File: src/rtl/div_unit.sv
// div_unit: iterative radix-2 restoring divider for RV32M DIV/DIVU/REM/REMU.
// One quotient bit per cycle on operand magnitudes, sign-corrected on completion.
// Divide-by-zero and signed overflow skip the iteration and finish in one cycle.
// flush aborts any op in flight. done/rd_complete pulse for one cycle with the result.
module div_unit #(
  parameter int DATA_SIZE = 32
) (
  input  logic                 clock,
  input  logic                 reset_n,
  input  logic                 start,
  input  logic [1:0]           op,
  input  logic [DATA_SIZE-1:0] rs1_data,
  input  logic [DATA_SIZE-1:0] rs2_data,
  input  logic                 flush,
  output logic                 busy,
  output logic                 done,
  output logic                 rd_complete,
  output logic [DATA_SIZE-1:0] result
);

  localparam int W  = DATA_SIZE;
  localparam int CW = $clog2(DATA_SIZE) + 1;

  localparam logic [W-1:0] MIN_VAL  = {1'b1, {(W-1){1'b0}}};
  localparam logic [W-1:0] ALL_ONES = {W{1'b1}};
  localparam logic [W-1:0] ZERO     = {W{1'b0}};

  typedef enum logic [1:0] {
    IDLE = 2'd0,
    CALC = 2'd1,
    DONE = 2'd2
  } state_t;

  state_t        state_reg;
  logic [CW-1:0] counter_reg;
  logic [W-1:0]  quo_reg;      // dividend magnitude shifting out, quotient bits shifting in
  logic [W-1:0]  div_reg;      // divisor magnitude
  logic [W:0]    rem_reg;      // partial remainder, one extra bit for the subtract borrow
  logic          neg_q_reg;
  logic          neg_r_reg;
  logic          is_rem_reg;
  logic [W-1:0]  result_reg;

  // Operand decode at capture time
  logic          op_signed;
  logic          a_neg;
  logic          b_neg;
  logic [W-1:0]  a_mag;
  logic [W-1:0]  b_mag;
  logic          div_zero;
  logic          overflow;
  logic [W-1:0]  fast_result;

  // One restoring step and its sign-corrected final values
  logic [W:0]    rem_shift;
  logic [W:0]    diff;
  logic          step_ok;
  logic [W:0]    rem_step;
  logic [W-1:0]  quo_step;
  logic [W-1:0]  q_final;
  logic [W-1:0]  r_final;

  // Classify the incoming operands and precompute the special-case result
  always_comb begin
    op_signed = ~op[0];
    a_neg     = op_signed & rs1_data[W-1];
    b_neg     = op_signed & rs2_data[W-1];
    a_mag     = a_neg ? (ZERO - rs1_data) : rs1_data;
    b_mag     = b_neg ? (ZERO - rs2_data) : rs2_data;
    div_zero  = (rs2_data == ZERO);
    overflow  = op_signed && (rs1_data == MIN_VAL) && (rs2_data == ALL_ONES);
    if (div_zero) begin
      fast_result = op[1] ? rs1_data : ALL_ONES;
    end else begin
      fast_result = op[1] ? ZERO : MIN_VAL;
    end
  end

  // Shift-subtract step: bring in the next dividend bit, keep the difference if no borrow
  always_comb begin
    rem_shift = {rem_reg[W-1:0], quo_reg[W-1]};
    diff      = rem_shift - {1'b0, div_reg};
    step_ok   = ~diff[W];
    rem_step  = step_ok ? diff : rem_shift;
    quo_step  = {quo_reg[W-2:0], step_ok};
    q_final   = neg_q_reg ? (ZERO - quo_step) : quo_step;
    r_final   = neg_r_reg ? (ZERO - rem_step[W-1:0]) : rem_step[W-1:0];
  end

  // Control FSM with datapath registers and the held result
  always_ff @(posedge clock or negedge reset_n) begin
    if (!reset_n) begin
      state_reg   <= IDLE;
      counter_reg <= '0;
      quo_reg     <= '0;
      div_reg     <= '0;
      rem_reg     <= '0;
      neg_q_reg   <= 1'b0;
      neg_r_reg   <= 1'b0;
      is_rem_reg  <= 1'b0;
      result_reg  <= '0;
    end else begin
      case (state_reg)
        IDLE: begin
          // flush beats a same-cycle start: nothing is captured
          if (start && !flush) begin
            is_rem_reg <= op[1];
            neg_q_reg  <= a_neg ^ b_neg;
            neg_r_reg  <= a_neg;
            quo_reg    <= a_mag;
            div_reg    <= b_mag;
            rem_reg    <= '0;
            if (div_zero || overflow) begin
              result_reg  <= fast_result;
              counter_reg <= '0;
              state_reg   <= DONE;
            end else begin
              counter_reg <= CW'(W);
              state_reg   <= CALC;
            end
          end
        end
        CALC: begin
          if (flush) begin
            counter_reg <= '0;
            state_reg   <= IDLE;
          end else begin
            quo_reg     <= quo_step;
            rem_reg     <= rem_step;
            counter_reg <= counter_reg - CW'(1);
            // The step that brings the counter to zero is the last one
            if (counter_reg == CW'(1)) begin
              result_reg <= is_rem_reg ? r_final : q_final;
              state_reg  <= DONE;
            end
          end
        end
        DONE: begin
          state_reg <= IDLE;
        end
        default: begin
          state_reg <= IDLE;
        end
      endcase
    end
  end

  // Status outputs decode the state register; done is masked by a same-cycle flush
  always_comb begin
    busy        = (state_reg == CALC);
    done        = (state_reg == DONE) && !flush;
    rd_complete = done;
    result      = result_reg;
  end

endmodule

File: config.mk
export PLATFORM = sky130hd
export DESIGN_NAME = div_unit
export DESIGN_NICKNAME = d
export VERILOG_FILES = /design/src/rtl/div_unit.sv
export SDC_FILE = /design/constraint.sdc
export NUM_CORES = 1
export LEC_CHECK = 0
export CAP_MARGIN = 20
export CORE_ASPECT_RATIO = 0.9
export CORE_UTILIZATION = 60
export DETAILED_ROUTE_END_ITERATION = 8
export PLACE_DENSITY = 0.83
export SLEW_MARGIN = 20
export SYNTH_ARGS = -nofsm -noshare
export SYNTH_HDL_FRONTEND = slang
export SYNTH_SLANG_ARGS = --single-unit
File: constraint.sdc
create_clock -name clock -period 6.7 [get_ports clock]
set_input_delay 0.67 -clock clock [delete_from_list [all_inputs] [get_ports clock]]
set_output_delay 0.67 -clock clock [all_outputs]
set_load 0.1 [all_outputs]
met4.png
Drawn at 2 px/um.
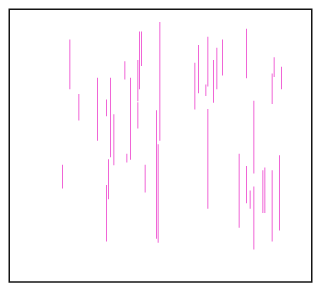
longest straight run = 63.9 um
main direction = vertical
nets with wire on the layer = 37
wire length on this layer = 1010 um
Detailed Route WL: 37.8 mm
total number of vias: 12400

gate_families.png
Drawn at 2 px/um.
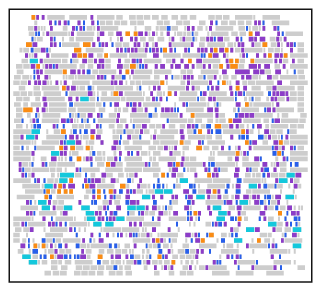
orange -> AND and OR gates  # cells 82, where widely spread
cyan -> adder and majority cells  # cells 40
blue -> NAND gates  # cells 272, where widely spread
purple -> inverting AOI/OAI gates  # cells 469, where widely spread

metal_stack.png
Drawn at 2 px/um. Only two layers are drawn.
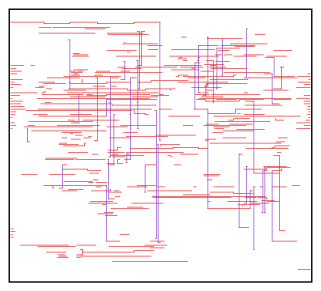
red -> met3  # wire length 3640 um
purple -> met4  # wire length 1010 um
WL/cell: 20.0 um
GRT Total Usage: 38.0%

pins.png
Drawn at 2 px/um. Pins as bars across the die edge, other pins in gray.
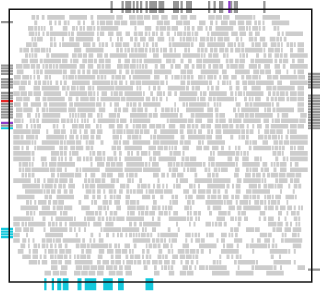
purple -> op  # pins 2, direction input, edge 1 left, 1 top
cyan -> rs2_data  # pins 32, direction input, edge 27 bottom, 5 left
red -> rd_complete  # pins 1, direction output, edge left
IO buf count: 104
chip height: 136 um
Die X: 150 um

==> results.txt <==
run metrics: Placed Instances=1852, Mean Syn Cell Area=7.55 um^2, DRC Markers=0, Crit Path Class=reg2reg, Tapcell Cnt=250, largest class=logic gates, row cnt=48, worst hold slack=0.235 ns, Peak VDD IR=0.505 mV, Clk network pwr share=14.2%, most used flip-flop cell=dfrtp_1, Ports=105, Basic Gates by Area=22.4%, Critical Path AT=5.33 ns, DR top layer=met4, mean number of vias per cell=6.59, first-pass GRT wire length=60.2 mm, Post-synth seq share=29.2%, Seq. pwr=1.44 mW, Post-CTS Setup Inserts=0, aoi share=26.7%, reg-to-reg startpoint=rem_reg[24], RePlAce Congestion=0.983, Mapped Nets=1687, number of synthesized flops with an enable pin=0, Clock Path Buffers=2, CTS tree=built, flop count=139, clk slew on worst S/H paths=0.06 ns, CTS H-tree lvls=4, non-clock buffer count=116, sequential power share=21.5%, met3 usage=6.67%, most numerous logic cells after layout=202 x o21ai_0, 201 x nand2_1, 143 x nor2_1, clock-cell share of area=4.25%, crit end category=flop, status=finished, final reports clean, worst slack, placed=1.63 ns, Met3 Routed Length=3.64 mm, Synth top area share=29.2%, Most Crowded Layer GR=met2, Main power group=combinational logic, clock net sink count=139, Post-Layout Cell Count=1885, fin util=70.6%, Yosys top cell by area=dfrtp_1, cell count in the Yosys report=1577, Worst Path Max Fanout=10, area of the core=0.0193 mm^2, M1 wire length=16.4 mm, post-layout min period=5.01 ns, max cap viols=0, Final Cycle Share=74.8%, RSZ-0062 raised after global routing=false, distinct lib cells=77, Hold Path Class=in2async, clock buffers=19, Int Power=3.06 mW, main kind of combinational logic by area=AND-OR/OR-AND gates, CTS root buf=clkbuf_16, pin count of the biggest net entering global routing=79, ys flops=139, Pwr Total=6.66 mW, Setup-failing EPs final=0, vias in the first global route=11300, Final Cell Area=0.0136 mm^2, Synth mux share=3.35%, Yosys warning count=0, wire length on met2=16.8 mm, MI comb cells=1289, cts bufs inserted=17, Antenna Nets Post-Route=0, Power Density=489 mW/mm^2, Max Clock Freq=200 MHz, Flop area=0.00348 mm^2, multi-input logic area=0.00787 mm^2, Cell Area, Synth=0.0119 mm^2, slew margin rel.=22.6%, worst-skew pair later-pin latency=0.44 ns, Final TNS setup=0 ns, GR Layer Usage met1=54.1%, GRT overflow=0, drt first-iter violations=1328, multi-input gate share of total cell area=57.8%, Logic pwr share=64.3%, nets=1732, Sw Share=54.0%, worst reg-to-reg path cell count=17, initial antenna violation count=0, Syn Inst Count=1577, 1st-pass router iterations=6, Fin Clk Skew=0.0141 ns, met2 GRT Util=57.8%, hold buffer count at cts=0, tool warnings=28, Async SR Flop Fraction=100%, DP Area=0.0130 mm^2, fin. max-slew vios=0, hpwl dp=28.0 mm
==> synth_stat cells, drive strengths merged (32+ instances only) <==
library cell	n
nor2	144
nand2	201
or3	32
dfrtp	139
ha	39
nor3	37
o21ai	205
a21oi	123
xnor2	63
xor2	60
mux2i	32
clkbuf	77
inv	56
==> worst max-delay path, stage by stage (launching register included) <==
cell	delay, ns
dfrtp_1	0.47
ha_1	0.51
nand2_1	0.13
a211oi_1	0.41
a311oi_1	0.11
o311ai_0	0.35
a31o_2	0.24
xor2_4	0.22
inv_1	0.13
a21oi_1	0.28
ha_1	0.28
nor4b_1	0.43
nand2_1	0.14
mux2i_1	0.35
nand2_1	0.19
nor3_1	0.24
mux2i_1	0.12
o41ai_1	0.31
Power figures rest on the tool's default switching activity, not on a simulated workload.
